===== config.mk =====
export PLATFORM = sky130hd
export DESIGN_NAME = safety_wdt_mc_flat
export DESIGN_NICKNAME = d
export VERILOG_FILES = /design/src/rtl/safety_wdt_mc_if.sv /design/src/rtl/safety_wdt_mc.sv /design/src/flat_wrapper.sv
export SDC_FILE = /design/constraint.sdc
export NUM_CORES = 2
export LEC_CHECK = 0
export CAP_MARGIN = 40
export CORE_MARGIN = 2
export CORE_UTILIZATION = 55
export CTS_CLUSTER_DIAMETER = 80
export DETAILED_ROUTE_END_ITERATION = 10
export PLACE_DENSITY = 0.86
export SETUP_SLACK_MARGIN = 0.15
export SYNTH_ARGS = -nofsm -noshare
export SYNTH_HDL_FRONTEND = slang
export SYNTH_SLANG_ARGS = --single-unit

===== constraint.sdc =====
create_clock -name clk_i -period 6.4 [get_ports clk_i]
set_input_delay 0.96 -clock clk_i [delete_from_list [all_inputs] [get_ports clk_i]]
set_output_delay 0.96 -clock clk_i [all_outputs]
set_load 0.02 [all_outputs]

===== src/rtl/safety_wdt_mc_if.sv =====
// Configuration, kick, error and status bundle of the multi-channel safety watchdog.
// master: the system side (drives cfg/kick/errors/clear, observes status)
// slave : the watchdog itself
//   cfg_enable_i[NUM_CH]      per-channel enable
//   cfg_open_i/cfg_close_i    packed window bounds, channel c at [c*CNT_W +: CNT_W]
//   kick_i[NUM_CH]            per-channel single-cycle kick
//   ext_err_i[NUM_ERR]        level error inputs from other safety modules
//   fault_clr_i               clears all sticky faults
//   warn_o, timeout_o, early_o, cfg_err_o [NUM_CH], fault_o, pulse_o
interface safety_wdt_mc_if #(
  parameter int unsigned NUM_CH  = 4,
  parameter int unsigned CNT_W   = 32,
  parameter int unsigned NUM_ERR = 2
);
  logic [NUM_CH-1:0]       cfg_enable_i;
  logic [NUM_CH*CNT_W-1:0] cfg_open_i;
  logic [NUM_CH*CNT_W-1:0] cfg_close_i;
  logic [NUM_CH-1:0]       kick_i;
  logic [NUM_ERR-1:0]      ext_err_i;
  logic                    fault_clr_i;
  logic [NUM_CH-1:0]       warn_o;
  logic [NUM_CH-1:0]       timeout_o;
  logic [NUM_CH-1:0]       early_o;
  logic [NUM_CH-1:0]       cfg_err_o;
  logic                    fault_o;
  logic                    pulse_o;

  modport master (
    output cfg_enable_i, cfg_open_i, cfg_close_i, kick_i, ext_err_i, fault_clr_i,
    input  warn_o, timeout_o, early_o, cfg_err_o, fault_o, pulse_o
  );

  modport slave (
    input  cfg_enable_i, cfg_open_i, cfg_close_i, kick_i, ext_err_i, fault_clr_i,
    output warn_o, timeout_o, early_o, cfg_err_o, fault_o, pulse_o
  );
endinterface


===== src/rtl/safety_wdt_mc.sv =====
// Multi-channel windowed safety watchdog with sticky faults, external error merge
// and a heartbeat for the external watchdog IC.
// Ports:
//   clk_i  safety clock
//   rst_i  synchronous active-high reset
//   bus    safety_wdt_mc_if.slave: configuration, kicks, errors and status outputs
module safety_wdt_mc #(
  parameter int unsigned NUM_CH      = 4,
  parameter int unsigned CNT_W       = 32,
  parameter int unsigned WARN_MARGIN = 256,
  parameter int unsigned NUM_ERR     = 2,
  parameter int unsigned PULSE_HI    = 100,
  parameter int unsigned PULSE_LO    = 100
) (
  input logic            clk_i,
  input logic            rst_i,
  safety_wdt_mc_if.slave bus
);

  localparam int unsigned HB_W    = $clog2(PULSE_HI + PULSE_LO);
  localparam int unsigned HB_LAST = PULSE_HI + PULSE_LO - 1;

  localparam logic [CNT_W-1:0] MARGIN = CNT_W'(WARN_MARGIN);

  localparam logic [1:0] ST_DIS = 2'd0;
  localparam logic [1:0] ST_RUN = 2'd1;
  localparam logic [1:0] ST_FLT = 2'd2;

  logic [NUM_CH-1:0][1:0]       st_q, st_n;
  logic [NUM_CH-1:0][CNT_W-1:0] cnt_q, cnt_n;
  logic [NUM_CH-1:0][CNT_W-1:0] open_q, open_n;
  logic [NUM_CH-1:0][CNT_W-1:0] close_q, close_n;
  logic [NUM_CH-1:0]            warn_q, warn_n;
  logic [NUM_CH-1:0]            to_q, to_n;
  logic [NUM_CH-1:0]            early_q, early_n;
  logic [NUM_CH-1:0]            cerr_q, cerr_n;
  logic                         ext_flt_q, ext_flt_n;
  logic                         fault_q, fault_n;
  logic                         pulse_q, pulse_n;
  logic [HB_W-1:0]              hb_q, hb_n;

  logic [CNT_W-1:0] cfg_open;
  logic [CNT_W-1:0] cfg_close;
  logic [CNT_W-1:0] thr;
  logic             cfg_bad;
  logic             any_flt;
  logic             ext_any;

  // Next-state and registered-output logic for all channels, errors and heartbeat
  always_comb begin
    st_n      = st_q;
    cnt_n     = cnt_q;
    open_n    = open_q;
    close_n   = close_q;
    to_n      = to_q;
    early_n   = early_q;
    cerr_n    = '0;
    warn_n    = '0;
    cfg_open  = '0;
    cfg_close = '0;
    thr       = '0;
    cfg_bad   = 1'b0;
    any_flt   = 1'b0;

    for (int c = 0; c < NUM_CH; c++) begin
      cfg_open  = bus.cfg_open_i[c*CNT_W +: CNT_W];
      cfg_close = bus.cfg_close_i[c*CNT_W +: CNT_W];
      cfg_bad   = !((cfg_open < cfg_close) && (cfg_close != '0));

      case (st_q[c])
        ST_DIS: begin
          cnt_n[c] = '0;
          if (bus.cfg_enable_i[c]) begin
            open_n[c]  = cfg_open;
            close_n[c] = cfg_close;
            if (!cfg_bad) st_n[c] = ST_RUN;
          end
        end
        ST_RUN: begin
          // Faults take precedence over disable and over a clear in the same cycle
          if (cnt_q[c] >= close_q[c]) begin
            st_n[c] = ST_FLT;
            to_n[c] = 1'b1;
          end else if (bus.kick_i[c] && (cnt_q[c] < open_q[c])) begin
            st_n[c]    = ST_FLT;
            early_n[c] = 1'b1;
          end else if (!bus.cfg_enable_i[c]) begin
            st_n[c]  = ST_DIS;
            cnt_n[c] = '0;
          end else if (bus.kick_i[c]) begin
            cnt_n[c] = '0;
          end else if (!(&cnt_q[c])) begin
            cnt_n[c] = cnt_q[c] + CNT_W'(1);
          end
        end
        ST_FLT: begin
          // Counter freezes; only a clear leaves this state
          if (bus.fault_clr_i) begin
            st_n[c]    = ST_DIS;
            cnt_n[c]   = '0;
            to_n[c]    = 1'b0;
            early_n[c] = 1'b0;
          end
        end
        default: begin
          st_n[c]  = ST_DIS;
          cnt_n[c] = '0;
        end
      endcase

      // Config error holds until enable drops
      cerr_n[c] = bus.cfg_enable_i[c] && (cerr_q[c] || ((st_q[c] == ST_DIS) && cfg_bad));

      // Warn is evaluated on the next-state values so it lines up with the counter
      thr       = (close_n[c] >= MARGIN) ? (close_n[c] - MARGIN) : '0;
      warn_n[c] = (st_n[c] == ST_RUN) && (cnt_n[c] >= thr);
      any_flt   = any_flt || (st_n[c] == ST_FLT);
    end

    // External fault clears only once every source is quiet
    ext_any   = |bus.ext_err_i;
    ext_flt_n = ext_any || (ext_flt_q && !bus.fault_clr_i);
    fault_n   = any_flt || ext_flt_n;

    // Heartbeat counter free-runs; the output is masked by any pending fault
    hb_n    = (hb_q == HB_W'(HB_LAST)) ? '0 : hb_q + HB_W'(1);
    pulse_n = (hb_q < HB_W'(PULSE_HI)) && !fault_n;
  end

  // State and output registers
  always_ff @(posedge clk_i) begin
    if (rst_i) begin
      st_q      <= '0;
      cnt_q     <= '0;
      open_q    <= '0;
      close_q   <= '0;
      warn_q    <= '0;
      to_q      <= '0;
      early_q   <= '0;
      cerr_q    <= '0;
      ext_flt_q <= 1'b0;
      fault_q   <= 1'b0;
      pulse_q   <= 1'b0;
      hb_q      <= '0;
    end else begin
      st_q      <= st_n;
      cnt_q     <= cnt_n;
      open_q    <= open_n;
      close_q   <= close_n;
      warn_q    <= warn_n;
      to_q      <= to_n;
      early_q   <= early_n;
      cerr_q    <= cerr_n;
      ext_flt_q <= ext_flt_n;
      fault_q   <= fault_n;
      pulse_q   <= pulse_n;
      hb_q      <= hb_n;
    end
  end

  assign bus.warn_o    = warn_q;
  assign bus.timeout_o = to_q;
  assign bus.early_o   = early_q;
  assign bus.cfg_err_o = cerr_q;
  assign bus.fault_o   = fault_q;
  assign bus.pulse_o   = pulse_q;

endmodule

===== src/flat_wrapper.sv =====
// flat-port wrapper written by rule: the top's interface ports become plain ports
module safety_wdt_mc_flat 
#(
  parameter int unsigned NUM_CH      = 4,
  parameter int unsigned CNT_W       = 32,
  parameter int unsigned WARN_MARGIN = 256,
  parameter int unsigned NUM_ERR     = 2,
  parameter int unsigned PULSE_HI    = 100,
  parameter int unsigned PULSE_LO    = 100
)
  (clk_i, rst_i, bus_cfg_enable_i, bus_cfg_open_i, bus_cfg_close_i, bus_kick_i, bus_ext_err_i, bus_fault_clr_i, bus_warn_o, bus_timeout_o, bus_early_o, bus_cfg_err_o, bus_fault_o, bus_pulse_o);
  safety_wdt_mc_if #(.NUM_CH(NUM_CH), .CNT_W(CNT_W), .NUM_ERR(NUM_ERR)) bus_i ();
  input logic clk_i;
  input logic rst_i;
  input wire logic [$bits(bus_i.cfg_enable_i)-1:0] bus_cfg_enable_i;
  input wire logic [$bits(bus_i.cfg_open_i)-1:0] bus_cfg_open_i;
  input wire logic [$bits(bus_i.cfg_close_i)-1:0] bus_cfg_close_i;
  input wire logic [$bits(bus_i.kick_i)-1:0] bus_kick_i;
  input wire logic [$bits(bus_i.ext_err_i)-1:0] bus_ext_err_i;
  input wire logic [$bits(bus_i.fault_clr_i)-1:0] bus_fault_clr_i;
  output wire logic [$bits(bus_i.warn_o)-1:0] bus_warn_o;
  output wire logic [$bits(bus_i.timeout_o)-1:0] bus_timeout_o;
  output wire logic [$bits(bus_i.early_o)-1:0] bus_early_o;
  output wire logic [$bits(bus_i.cfg_err_o)-1:0] bus_cfg_err_o;
  output wire logic [$bits(bus_i.fault_o)-1:0] bus_fault_o;
  output wire logic [$bits(bus_i.pulse_o)-1:0] bus_pulse_o;
  assign bus_i.cfg_enable_i = bus_cfg_enable_i;
  assign bus_i.cfg_open_i = bus_cfg_open_i;
  assign bus_i.cfg_close_i = bus_cfg_close_i;
  assign bus_i.kick_i = bus_kick_i;
  assign bus_i.ext_err_i = bus_ext_err_i;
  assign bus_i.fault_clr_i = bus_fault_clr_i;
  assign bus_warn_o = bus_i.warn_o;
  assign bus_timeout_o = bus_i.timeout_o;
  assign bus_early_o = bus_i.early_o;
  assign bus_cfg_err_o = bus_i.cfg_err_o;
  assign bus_fault_o = bus_i.fault_o;
  assign bus_pulse_o = bus_i.pulse_o;
  safety_wdt_mc #(.NUM_CH(NUM_CH), .CNT_W(CNT_W), .WARN_MARGIN(WARN_MARGIN), .NUM_ERR(NUM_ERR), .PULSE_HI(PULSE_HI), .PULSE_LO(PULSE_LO)) u_core (.clk_i(clk_i), .rst_i(rst_i), .bus(bus_i));
endmodule

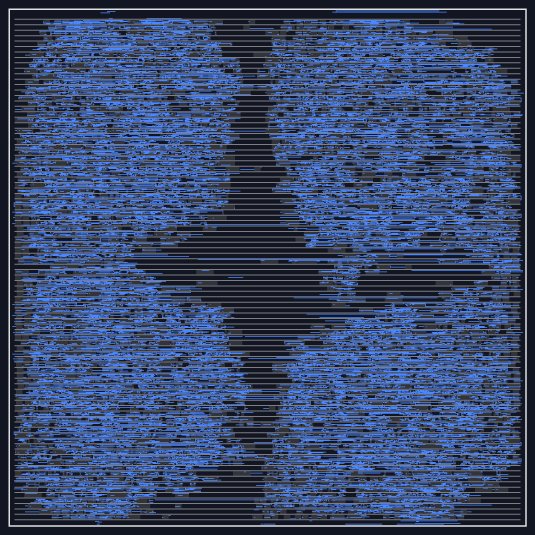
*Met1 routing*
(2 px per um) Supply wires on this layer in grey. Cells faint in the background.
longest straight run	83.7 um
wire length on this layer	46.6 mm
main direction	horizontal
share of all routed wire	41%
nets with wire on the layer	5462

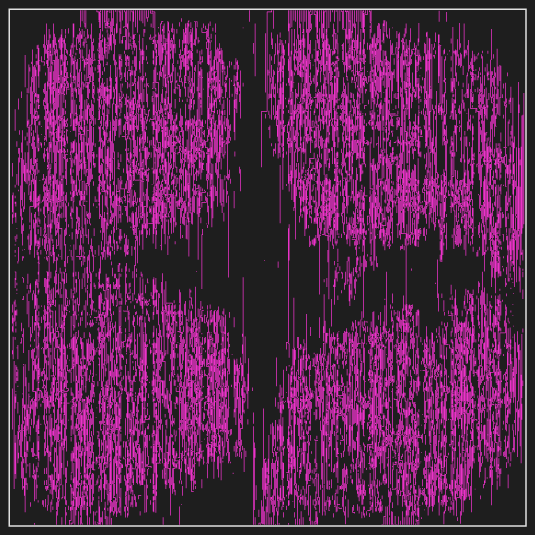
*Met2 routing*
(2 px per um)
nets with wire on the layer	4843
wire length on this layer	50.4 mm
main direction	vertical
share of all routed wire	45%
Total Routed Length: 113 mm
vias: 36700
met2 usage: 52.9%

==> results.json <==
{
  "run_status": "completed",
  "clk_latency_ns": 0.61,
  "power_report.internal_total_mw": 5.30,
  "n_fill_cell": 5382,
  "finClkSkew_ns": 0.0175,
  "dr_wl_met2_mm": 50.4,
  "combPwrFrac_pct": 27.9,
  "drc": 0,
  "crit_family": "AND-OR/OR-AND gates",
  "yosys_stat_area_um2": 35400,
  "powerClk_mw": 2.90,
  "synth_top_cell_by_area": "sky130_fd_sc_hd__dfxtp_1",
  "cts-root-buf": "sky130_fd_sc_hd__clkbuf_16",
  "critical_path_depth": 19,
  "netlist_area_pre_place_um2": 35400,
  "routed-wl-met3_mm": 10.4,
  "post_synthesis_cell_type_with_the_largest_instance_count": "sky130_fd_sc_hd__nand2_1",
  "post_cts.resized_instances": 0,
  "die-height_um": 258,
  "layout_top_cells": "662 x sky130_fd_sc_hd__nand2_1, 533 x sky130_fd_sc_hd__ha_1, 439 x sky130_fd_sc_hd__inv_1",
  "switching_pwr_mw": 2.68,
  "crit_fanout": 15,
  "wl_met1_mm": 46.6,
  "cts_tree": "built",
  "report.final.hold_viol_count": 0,
  "post_drt_wl_per_cell_um": 19.2,
  "timing.reg2reg.worst_path_depth": 19,
  "worst_setup_path_startpoint": "u_core.cnt_q[61]",
  "maximum_number_of_pins_on_one_net_before_global_route_repair": 82,
  "final_min_period_over_clock_period_pct": 91.8,
  "synth_sequential_area_ratio_pct": 23.7,
  "yosys-top-cells-area": "sky130_fd_sc_hd__dfxtp_1 24%, sky130_fd_sc_hd__ha_1 19%, sky130_fd_sc_hd__nand2_1 7.0%",
  "die_width_um": 258,
  "power.density_nw_per_um2": 196,
  "crit_path_start_kind": "flop",
  "period_needed_ns": 5.88,
  "worstPathBufferInverterCount": 1,
  "power.share.clock_pct": 36.3,
  "r2r_slack_ns": 0.52,
  "drt_pre_antenna_iters": 6,
  "clk_pin_slew_ns": 0.06,
  "number_of_rows_created_at_floorplan": 92,
  "ff_latch_area_um2": 8390,
  "grt_setup_unrepaired": "false",
  "dp.final_hpwl_mm": 86.7,
  "buffer_ports.inserted": 286,
  "cts_setup_buffers": 0,
  "grt-ovfl-total": 0,
  "fin_util_pct": 64.3,
  "sequentialPower_mw": 2.86
}
## per-stage QoR
| step | cells | area (um^2) | worst slack, ns | hold WS [ns] | power (mW) |
|---|---|---|---|---|---|
| global placement | 5757 | 39000 | 0.307 | 0.431 | 5.01 |
| CTS | 5856 | 40700 | 0.674 | 0.454 | 7.96 |
| floorplan | 4749 | 35400 | 0.204 | 0.418 | 4.33 |
| global route | 5857 | 40700 | 0.309 | 0.466 | 8.35 |
| detailed placement | 5764 | 39100 | 0.144 | 0.446 | 5.08 |
| finish | 5857 | 40700 | 0.525 | 0.453 | 7.98 |
## final cells by class
cell class / count / share of cell area, %
diodes: 1 / 0.00614
clock buffers: 72 / 3.50
clock inverters: 20 / 0.473
inverters: 442 / 4.07
multi-input cells: 3685 / 60.0
flip-flops and latches: 419 / 20.6
well taps: 846 / 2.60
repair buffers: 372 / 8.79
## cell families after synthesis
family,Yosys count,synth area share [%]
xor gates and xnor gates,72,1.78
muxes,90,2.62
and+or+nand+nor,1803,24.9
buffers and inverters,645,7.36
AOI/OAI and AO/OA,1187,20.8
DFF,419,23.7
adders and majority gates,533,18.8
## sequential cells by signal, summed over array words and instances (netlist names), 4 cells and up
signal                cells
u_core.st_q               8
u_core.bus.timeout_o      4
u_core.open_q           128
u_core.bus.warn_o         4
u_core.bus.cfg_err_o      4
u_core.hb_q               8
u_core.close_q          128
u_core.cnt_q            128
u_core.bus.early_o        4
## worst register-to-register path: cells and delay by family (launching register included)
family	cells	cell delay [ns]
buffers and inverters	1	0.25
AND-OR/OR-AND	12	3.29
AND/OR/NAND/NOR	4	1.21
adder cells (fa/ha/maj)	2	0.62
flip-flops	1	0.41
Power is estimated from default activity; no workload was simulated.
